==> images/gates.png <==
The bar under the picture is 50 um long.
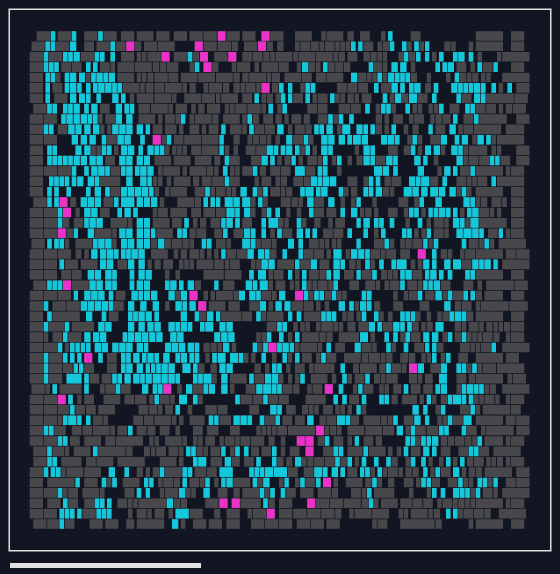
==> images/m3.png <==
The bar under the picture is 50 um long.
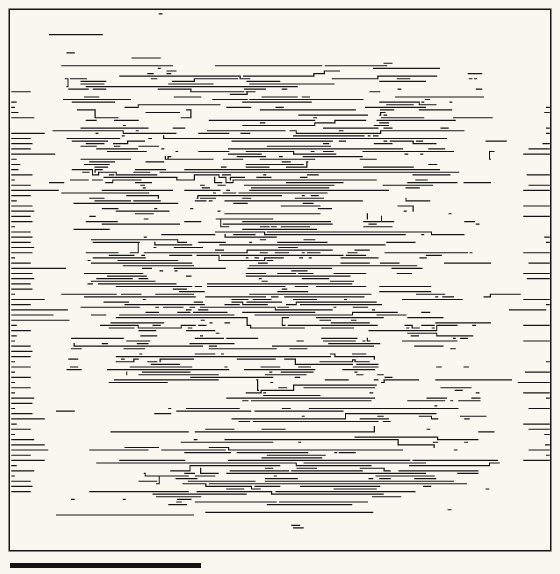
===== src/rtl/alu.sv =====
// rtl/alu.sv - 32-bit registered ALU with operand muxes and registered zero flag
module alu (
  input  logic        clk,
  input  logic        rst,
  input  logic [31:0] ReadData1,
  input  logic [31:0] ReadData2,
  input  logic [31:0] Ext,
  input  logic [31:0] Sa,
  input  logic [2:0]  ALUop,
  input  logic        ALUSrcA,
  input  logic        ALUSrcB,
  output logic [31:0] Result,
  output logic        zero
);

  localparam logic [2:0] OP_ADD  = 3'b000;
  localparam logic [2:0] OP_SUB  = 3'b001;
  localparam logic [2:0] OP_SLL  = 3'b010;
  localparam logic [2:0] OP_OR   = 3'b011;
  localparam logic [2:0] OP_AND  = 3'b100;
  localparam logic [2:0] OP_SLTU = 3'b101;
  localparam logic [2:0] OP_SLT  = 3'b110;
  localparam logic [2:0] OP_NOR  = 3'b111;

  logic [31:0] a;
  logic [31:0] b;
  logic [31:0] next_result;

  always_comb begin
    a = ALUSrcA ? Sa : ReadData1;
    b = ALUSrcB ? Ext : ReadData2;
  end

  always_comb begin
    next_result = 32'd0;
    case (ALUop)
      OP_ADD:  next_result = a + b;
      OP_SUB:  next_result = a - b;
      // Only the low five bits of A form the shift distance.
      OP_SLL:  next_result = b << a[4:0];
      OP_OR:   next_result = a | b;
      OP_AND:  next_result = a & b;
      OP_SLTU: next_result = (a < b) ? 32'd1 : 32'd0;
      OP_SLT:  next_result = ($signed(a) < $signed(b)) ? 32'd1 : 32'd0;
      OP_NOR:  next_result = ~(a | b);
      default: next_result = 32'd0;
    endcase
  end

  // zero is registered alongside Result so the two never disagree.
  always_ff @(posedge clk) begin
    if (rst) begin
      Result <= 32'd0;
      zero   <= 1'b1;
    end else begin
      Result <= next_result;
      zero   <= (next_result == 32'd0);
    end
  end

endmodule


===== config.mk =====
export PLATFORM = sky130hd
export DESIGN_NAME = alu
export DESIGN_NICKNAME = d
export VERILOG_FILES = /design/src/rtl/alu.sv
export SDC_FILE = /design/constraint.sdc
export NUM_CORES = 1
export LEC_CHECK = 0
export ABC_AREA = 1
export CAP_MARGIN = 15
export CORE_MARGIN = 5
export CORE_UTILIZATION = 56
export CTS_BUF_LIST = sky130_fd_sc_hd__clkbuf_8
export DETAILED_ROUTE_END_ITERATION = 6
export PLACE_DENSITY = 0.84
export SYNTH_ARGS = -nofsm -noshare
export SYNTH_HDL_FRONTEND = slang
export SYNTH_SLANG_ARGS = --single-unit

===== constraint.sdc =====
create_clock -name clk -period 3.6 [get_ports clk]
set_input_delay 0.36 -clock clk [delete_from_list [all_inputs] [get_ports clk]]
set_output_delay 0.36 -clock clk [all_outputs]
set_load 0.01 [all_outputs]

==> results.ini <==
[worst_setup_path]
cp_max_fo = 12
crit_type = in -> reg
crit_path_end = zero$_SDFF_PP1_
slowest_delay_ns = 0.53
slowest_stage = clkdlybuf4s50_1
startpoint_type = input port
arrival_ns = 3.77
crit_top_cell = nand2_1
path_buffers = 6

[final_timing]
layout_min_cycle_time_ns = 3.54
fmax_ghz = 0.283
min_period_over_period_pct = 98.3
hold_viol = 0
slew_violations = 0
setup_viol = 0
worst_slew_pin_slew_ns = 0.825
hold_slack_ns = 0.914
max_slew_margin_pct = 44.8

[logic_synthesis]
ys_types = 44
synth_warnings = 0
mux_share_pct = 0
yosysTopAreaCell = nand2_1
synthArstFlopShare_pct = 0
synth_top_flop_cell = dfxtp_1
edf_count = 0
fa_ha_area_share_pct = 12.8
ys_sh_aoi_pct = 12.1
syn_inst = 1887
ys_sh_simple_pct = 53.1
synth.net_count = 2120
top_cells_by_count = nand2_1 (600), nand3_1 (316), inv_1 (268), nor2_1 (194), ha_1 (96)
netlist_area_mm2 = 0.00967
ys_sh_xor_pct = 0.453

[run]
drv_cap = 0
tool_warnings = 90

[power]
seq_cell_power_uw = 410
power_density_mw_per_mm2 = 256
combPwrFrac_pct = 80.6
total_power_uw = 3480
seq_power_share_pct = 11.8
clkPwrFrac_pct = 7.6
switching_share_pct = 50.6

[die]
fp-utilization_pct = 56.5
die_x_um = 141
io_pins = 168
core_mm2 = 0.0171
floorplan.rows = 48
die_y_um = 141

[global_routing]
grt_usage_pct = 42.6
grt_max_degree = 37
grt-ovfl-total = 0

[clock_tree]
ctsResizeCount = 3
cts_tree = done
root_buffer = clkbuf_8
numCtsBuffers = 5
clockBufferDepth = 2
postCtsHoldBufs = 0
cts.sinks = 33

[detailed_routing]
drc = 8
avgRoutedWirePerCell_um = 18.1
vias = 14600
wl_mm = 45.0
ant_nets = 0
vias_per_cell = 5.87

[final_layout]
n_all_inverters = 275
logic_gates = 1503
fin_cells = 2490
comb_area_share_pct = 56.5
seq_share_pct = 4.86
num_antenna_cells = 0
largest_register = Result
flop-count = 33
largest_register_ffs = 32
reg_top3 = Result x32, zero x1
final_nets = 2497
flop_area_um2 = 661
drive_above_1_share_pct = 16.0
final-nonclk-buf-share_pct = 28.3
n_clock_buffer = 5
fillCellCount = 1423
num-nonclk-buffers = 446
comb_area_mm2 = 0.00769

[placed_design]
port_buffers = 167
placedCellCount = 2482

[run_status]
violations = DRC
status = finished with violations

[worst_hold_path]
min_path_cells = 2

About gates.png:
cyan -> nand cells  # cells 955, where spread over the die
magenta -> and/or cells  # cells 34

About m3.png:
main direction = horizontal
wire length on this layer = 6900 um
longest straight run = 78.2 um
nets with wire on the layer = 478

per-stage QoR:
step                 TNS, ns  util (%)  cell area (um^2)  setup WS, ns
floorplan                  0         -              9670         0.680
global placement      -0.537      78.3             13400        -0.284
global route        -0.00619      79.4             13600      -0.00619
finish                     0      79.4             13600        0.0630
detailed placement     -1.29      78.3             13400        -0.382
CTS                        0      78.8             13500         0.107
placed cells by master (no fill, tap or decap), types with 2 or more instances in the layout:
cell | synthesis | final
inv_1 | 268 | 269
a21oi_2 | 0 | 3
nor3_1 | 15 | 15
nand3_1 | 316 | 314
ha_1 | 96 | 86
nand4_1 | 32 | 32
dfxtp_1 | 33 | 33
and3_1 | 2 | 2
or2_2 | 29 | 29
nand3b_1 | 3 | 3
nand2_2 | 1 | 4
clkbuf_8 | 0 | 5
o21ai_2 | 3 | 3
clkinv_2 | 0 | 2
o21ai_0 | 72 | 70
clkdlybuf4s50_1 | 0 | 166
a31oi_1 | 4 | 4
o21ai_1 | 1 | 3
buf_12 | 0 | 6
nor2_4 | 1 | 2
a21oi_1 | 71 | 68
o21ai_4 | 2 | 2
or2_1 | 2 | 2
buf_4 | 6 | 272
a211oi_1 | 2 | 2
a221oi_1 | 14 | 14
nand2_1 | 600 | 597
o2111ai_1 | 2 | 2
xor2_1 | 4 | 4
o22ai_1 | 6 | 6
o21a_1 | 3 | 3
nand3_2 | 2 | 4
ha_2 | 0 | 9
nor4_1 | 2 | 2
nor2_2 | 0 | 11
fa_1 | 2 | 2
nor2_1 | 194 | 182
o21bai_1 | 13 | 12
o211ai_1 | 4 | 4
inv_2 | 6 | 6
layer usage:
metal  track usage (%)  up-vias  wire length [um]
met5                 0        -                 0
met4              23.5        0              2850
met3              8.97      236              6900
met2              65.8     1176             18700
met1              55.3     6410             16600
li1                  -     6796                 -
